`src/rtl/rs_tag_allocator.sv`:
```
// -----------------------------------------------------------------------------
// rs_tag_allocator
//
// Free-entry allocator for one reservation-station or load/store pool. A
// registered busy bitmap tracks which entries are in use. The lowest-index
// free entry is offered every cycle and granted with zero latency. Two
// independent release ports (CDB/commit) return entries to the pool. A flush
// (misprediction) frees every entry at once.
//
// Ports
//   clk          clock; all state changes on the rising edge
//   rst          synchronous reset, active high
//   flush        free every entry at the next edge
//   alloc_req    dispatch asks for one entry this cycle
//   alloc_gnt    request granted this cycle (combinational)
//   alloc_tag    tag being granted, which is the lowest free tag (combinational)
//   free_valid   at least one entry is free (combinational)
//   rel0_en/tag  release port 0
//   rel1_en/tag  release port 1
//   free_cnt     number of free entries (registered)
//   full         every entry is busy (registered)
//   idle         no entry is busy (registered)
//   err_bad_rel  sticky flag: a released tag was already free or out of range
// -----------------------------------------------------------------------------
module rs_tag_allocator #(
  parameter int ENTRIES = 8,
  parameter int TAG_W   = $clog2(ENTRIES),
  parameter int CNT_W   = $clog2(ENTRIES + 1)
) (
  input  logic             clk,
  input  logic             rst,
  input  logic             flush,
  input  logic             alloc_req,
  output logic             alloc_gnt,
  output logic [TAG_W-1:0] alloc_tag,
  output logic             free_valid,
  input  logic             rel0_en,
  input  logic [TAG_W-1:0] rel0_tag,
  input  logic             rel1_en,
  input  logic [TAG_W-1:0] rel1_tag,
  output logic [CNT_W-1:0] free_cnt,
  output logic             full,
  output logic             idle,
  output logic             err_bad_rel
);

  // ---------------------------------------------------------------------------
  // State
  // ---------------------------------------------------------------------------
  logic [ENTRIES-1:0] r_busy;
  logic               r_err;
  logic [CNT_W-1:0]   r_free_cnt;
  logic               r_full;
  logic               r_idle;

  // ---------------------------------------------------------------------------
  // Combinational signals
  // ---------------------------------------------------------------------------
  logic [TAG_W-1:0]   w_lowest_free;
  logic               w_any_free;
  logic               w_gnt;
  logic [ENTRIES-1:0] w_alloc_mask;
  logic [ENTRIES-1:0] w_rel0_oh;
  logic [ENTRIES-1:0] w_rel1_oh;
  logic [ENTRIES-1:0] w_rel_mask;
  logic               w_rel0_hit;
  logic               w_rel1_hit;
  logic               w_rel0_bad;
  logic               w_rel1_bad;
  logic [ENTRIES-1:0] w_busy_nxt;
  logic               w_err_nxt;
  logic [CNT_W-1:0]   w_busy_cnt;
  logic [CNT_W-1:0]   w_free_cnt_nxt;

  // One-hot decode of a tag. A tag >= ENTRIES matches no bit, so
  // out-of-range releases naturally fall out as "not busy" without
  // indexing past the end of the bitmap.
  function automatic logic [ENTRIES-1:0] tag_onehot(input logic [TAG_W-1:0] tag);
    logic [ENTRIES-1:0] oh;
    oh = '0;
    for (int i = 0; i < ENTRIES; i++) begin
      oh[i] = (tag == TAG_W'(i));
    end
    return oh;
  endfunction

  // ---------------------------------------------------------------------------
  // Lowest-free priority encoder
  // ---------------------------------------------------------------------------
  // NOTE: every always_comb output gets a default before any conditional
  // assignment; otherwise a path that skips it infers a latch.
  always_comb begin
    w_lowest_free = '0;
    w_any_free    = 1'b0;
    // Scan from the top down so the last hit written is the lowest index.
    for (int i = ENTRIES - 1; i >= 0; i--) begin
      if (!r_busy[i]) begin
        w_lowest_free = TAG_W'(i);
        w_any_free    = 1'b1;
      end
    end
  end

  // Grant uses the current bitmap, so the granted entry is free now and
  // can never collide with a same-cycle release (releasing a free tag is
  // an error that leaves busy alone).
  assign w_gnt        = alloc_req & w_any_free & ~flush & ~rst;
  assign w_alloc_mask = w_gnt ? tag_onehot(w_lowest_free) : '0;

  // ---------------------------------------------------------------------------
  // Release decode
  // ---------------------------------------------------------------------------
  assign w_rel0_oh  = tag_onehot(rel0_tag);
  assign w_rel1_oh  = tag_onehot(rel1_tag);

  // Both ports are checked against the current bitmap. Two ports naming the
  // same busy tag both hit, the masks OR into a single clear and neither
  // port raises the error.
  assign w_rel0_hit = rel0_en & (|(w_rel0_oh & r_busy));
  assign w_rel1_hit = rel1_en & (|(w_rel1_oh & r_busy));
  assign w_rel0_bad = rel0_en & ~w_rel0_hit;
  assign w_rel1_bad = rel1_en & ~w_rel1_hit;

  assign w_rel_mask = (w_rel0_hit ? w_rel0_oh : '0)
                    | (w_rel1_hit ? w_rel1_oh : '0);

  // ---------------------------------------------------------------------------
  // Next-state bitmap and error flag
  // ---------------------------------------------------------------------------
  always_comb begin
    w_busy_nxt = r_busy;
    w_err_nxt  = r_err;
    if (flush) begin
      // Flush wins over alloc and release; same-cycle releases are dropped
      // without an error check, and the sticky error is kept.
      w_busy_nxt = '0;
    end else begin
      w_busy_nxt = (r_busy & ~w_rel_mask) | w_alloc_mask;
      w_err_nxt  = r_err | w_rel0_bad | w_rel1_bad;
    end
  end

  // ---------------------------------------------------------------------------
  // Occupancy counters, derived from the next-state bitmap so the registered
  // values line up with the bitmap they describe.
  // ---------------------------------------------------------------------------
  always_comb begin
    w_busy_cnt = '0;
    for (int i = 0; i < ENTRIES; i++) begin
      w_busy_cnt = w_busy_cnt + CNT_W'(w_busy_nxt[i]);
    end
  end

  assign w_free_cnt_nxt = CNT_W'(ENTRIES) - w_busy_cnt;

  // ---------------------------------------------------------------------------
  // State registers
  // ---------------------------------------------------------------------------
  // NOTE: sequential state uses non-blocking assignments only, so every
  // register samples its next-state value from before the edge.
  always_ff @(posedge clk) begin
    // NOTE: reset is synchronous and returns every register, including the
    // sticky error, to its idle value on the next edge.
    if (rst) begin
      r_busy     <= '0;
      r_err      <= 1'b0;
      r_free_cnt <= CNT_W'(ENTRIES);
      r_full     <= 1'b0;
      r_idle     <= 1'b1;
    end else begin
      r_busy     <= w_busy_nxt;
      r_err      <= w_err_nxt;
      r_free_cnt <= w_free_cnt_nxt;
      r_full     <= &w_busy_nxt;
      r_idle     <= ~(|w_busy_nxt);
    end
  end

  // ---------------------------------------------------------------------------
  // Outputs
  // ---------------------------------------------------------------------------
  // While rst is high the bitmap may still hold pre-reset contents, so the
  // allocation face is forced to its reset appearance.
  assign alloc_gnt   = w_gnt;
  assign alloc_tag   = rst ? '0 : w_lowest_free;
  assign free_valid  = rst | w_any_free;
  assign free_cnt    = r_free_cnt;
  assign full        = r_full;
  assign idle        = r_idle;
  assign err_bad_rel = r_err;

endmodule
```
`config.mk`:
```
export PLATFORM = sky130hd
export DESIGN_NAME = rs_tag_allocator
export DESIGN_NICKNAME = d
export VERILOG_FILES = /design/src/rtl/rs_tag_allocator.sv
export SDC_FILE = /design/constraint.sdc
export NUM_CORES = 1
export LEC_CHECK = 0
export CAP_MARGIN = 20
export CORE_UTILIZATION = 33
export DETAILED_ROUTE_END_ITERATION = 7
export GPL_TIMING_DRIVEN = 0
export PLACE_DENSITY = 0.53
export RECOVER_POWER = 100
export SLEW_MARGIN = 20
export SYNTH_ARGS = -nofsm -noshare
export SYNTH_HDL_FRONTEND = slang
export SYNTH_SLANG_ARGS = --single-unit
```
`constraint.sdc`:
```
create_clock -name clk -period 5.06 [get_ports clk]
set_clock_uncertainty 0.05 [all_clocks]
set_input_delay 0.759 -clock clk [delete_from_list [all_inputs] [get_ports clk]]
set_output_delay 0.759 -clock clk [all_outputs]
set_load 0.02 [all_outputs]
```
met1.png
(10 px per um) Supply wires on this layer in grey.
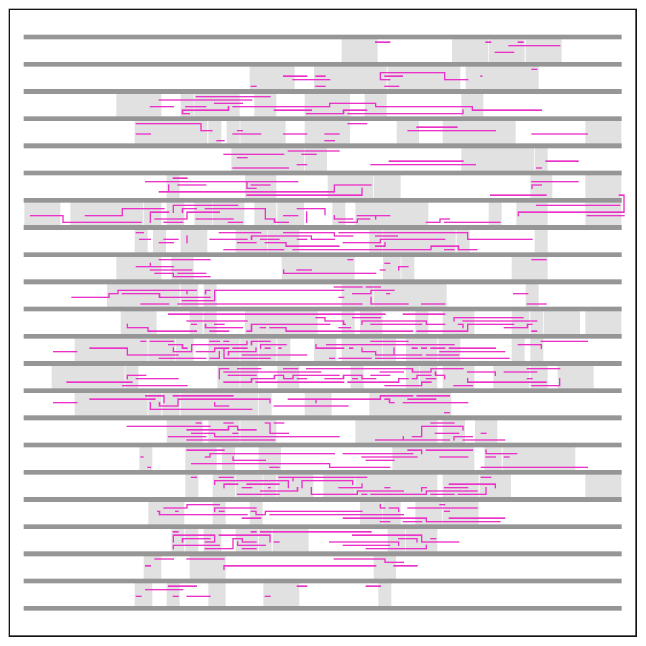
longest straight run	21.6 um
wire length on this layer	1,470 um
share of all routed wire	50%

metal_stack.png
(8 px per um) Only two layers are drawn.
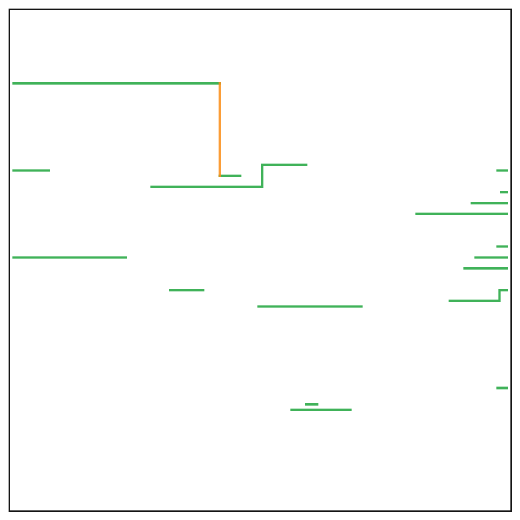
colour	layer	wire length
green	met3	132 um
orange	met4	11.6 um
routed wire length: 2973 um
vias: 1,111
routed length per placed instance: 14.57 um
total routing resource utilization after global routing: 15.89%

==> notes.md <==
Summary of the current implementation state.

- On the critical path the data arrives at ~4.6 ns.
- The sink count of the clock tree is 15, for reference.
- Of the total standard cell area in the layout, the sequential portion is between 20% and 30%.
- Of the total synthesized cell area, the portion taken by AND-OR and OR-AND cells is about 16%.
- The tapcell count is between 40 and 50, for reference.
- The cell-internal power is 0.1651 mW, for reference.
- The maximum number of pins on one net before global-route repair is 11, for reference.
- Buffers added to address setup during post-CTS repair amount to 0.
- In the layout the commonest cells are 17 x sky130_fd_sc_hd__nor2_1, 15 x sky130_fd_sc_hd__dfxtp_1, 13 x sky130_fd_sc_hd__dlygate4sd3_1.
- After detailed routing, the met3 layer carries between 100 and 150 um of wire.
- met2 track demand over resource after global routing is between 20% and 30%.
- In this run the top signal layer used is met4.
- The routing layer with the top usage in global route is met2, for reference.
- The worst-case setup slack after placement is 0.3875 ns, for reference.
- The post-route minimum period is around 4.5 ns, for reference.
- Setup total negative slack on the finished layout was measured at 0 ns.
- Per the final report, max-transition violations number 0.
- The report gives the cell count of the worst hold path as 2.
- The simple-gate area share of the yosys netlist is a little under a third, for reference.
- The fraction of the core area covered by cells at the end of the flow is a little over two fifths, for reference.
- STA classifies the critical path endpoint as a flop.
- The register share after synthesis is between 20% and 30%, for reference.
- The multi-input gate share of the layout cell area is 55.69%, for reference.
- Per the hold report, the tightest min-delay path originates at err_bad_rel$_SDFFE_PP0N_.
- Once routing completed, OpenROAD measured the worst setup slack at around 0.57 ns.
- The number of global-route vias before repair is between 1,000 and 1,500, for reference.
- After synthesis, the largest area contributor takes up 24.82% of total cell area.
- The highest achievable clock rate is roughly 0.22 GHz, for reference.
- The number of antenna cells inserted is 0, for reference.
- The run finished with clean final reports.
- Of all power groups, the one with the highest power is sequential cells.
- The commonest register cell is sky130_fd_sc_hd__dfxtp_1.
- The count of port buffers added during placement is 18, for reference.
- For reference, the placement row count at floorplan is 21.
- The number of antenna violations at the first check in global routing came to 0.
- The met1 track utilization from global routing is 22.12%, for reference.
- The largest combinational cell category by area is simple AND/OR/NAND/NOR gates, for reference.
- The worst VDD IR drop from the latest analysis is between 80 and 90 uV.
- In the synthesized netlist, mux cells make up 9.100% of the area.
- After layout, the design draws a total of 0.2275 mW.
- Once placement completed, the tool counted placed cells totaling around 200.
- The flow reports power dissipated in combinational cells as 0.0371 mW.
- Per the OpenROAD power report, switching power amounts to ~0.062 mW.
- Leaving out the clock tree, the finished layout contains a buffer count of 28.
- The synthesis log from Yosys contains 0 warnings.
- The number of stages on the worst setup path is 13, for reference.
- In this run the tools logged warnings totalling 28.
- According to the dpl log, the detail-placed design has an HPWL of 2296 um.
- The detailed router put a total of about 1500 um of wire on met1.
- For the completed layout, the total cell area is recorded as approximately 1400 um^2.
- The ratio of routed vias to standard cells is approximately 5.4, for reference.
- The global-route wire length before repair is around 5000 um, for reference.
- The final number of hold-violating endpoints is 0, for reference.
- The final setup violation count is 0, for reference.
- The total area inside the core boundary comes to between 3000 and 4000 um^2.
- The count of cells in the finished layout, fillers not included, comes to 204.
- Summed over all layers, the global routing overflow is 0.
- In this run, synthesis produced a sequential element count of 15.
- The fraction of registers with async set/reset is 0%, for reference.
- Across all hold checks on the routed design, the worst slack comes to ~0.48 ns.
- In this run the critical register-to-register path is launched from r_busy[6]$_SDFF_PP0_.
- In this run the power density over the cells is ~160 nW/um^2.
- During I/O placement, the number of pins put on the boundary was 24.
- The tree is rooted in a sky130_fd_sc_hd__clkbuf_4.
- The worst register-to-register path ends at free_cnt[3]$_SDFF_PP1_.
- After filler insertion, the fill cell instance count of the layout stands at 350.
- The capturing element of the worst setup path is free_cnt[3]$_SDFF_PP1_, for reference.
- The post-synth count of flops with an enable pin is 0.
met3.png
(6 px per um)
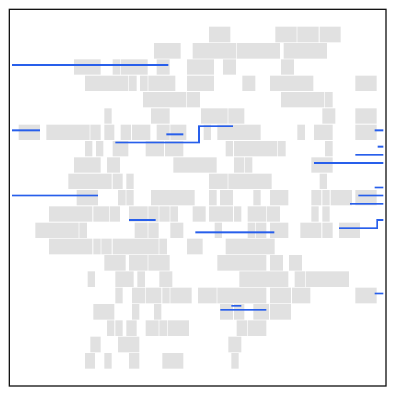
share of all routed wire	4.4%
main direction	horizontal
met3 GRT Util: 4.015%

Power and IR drop assume default switching activity.
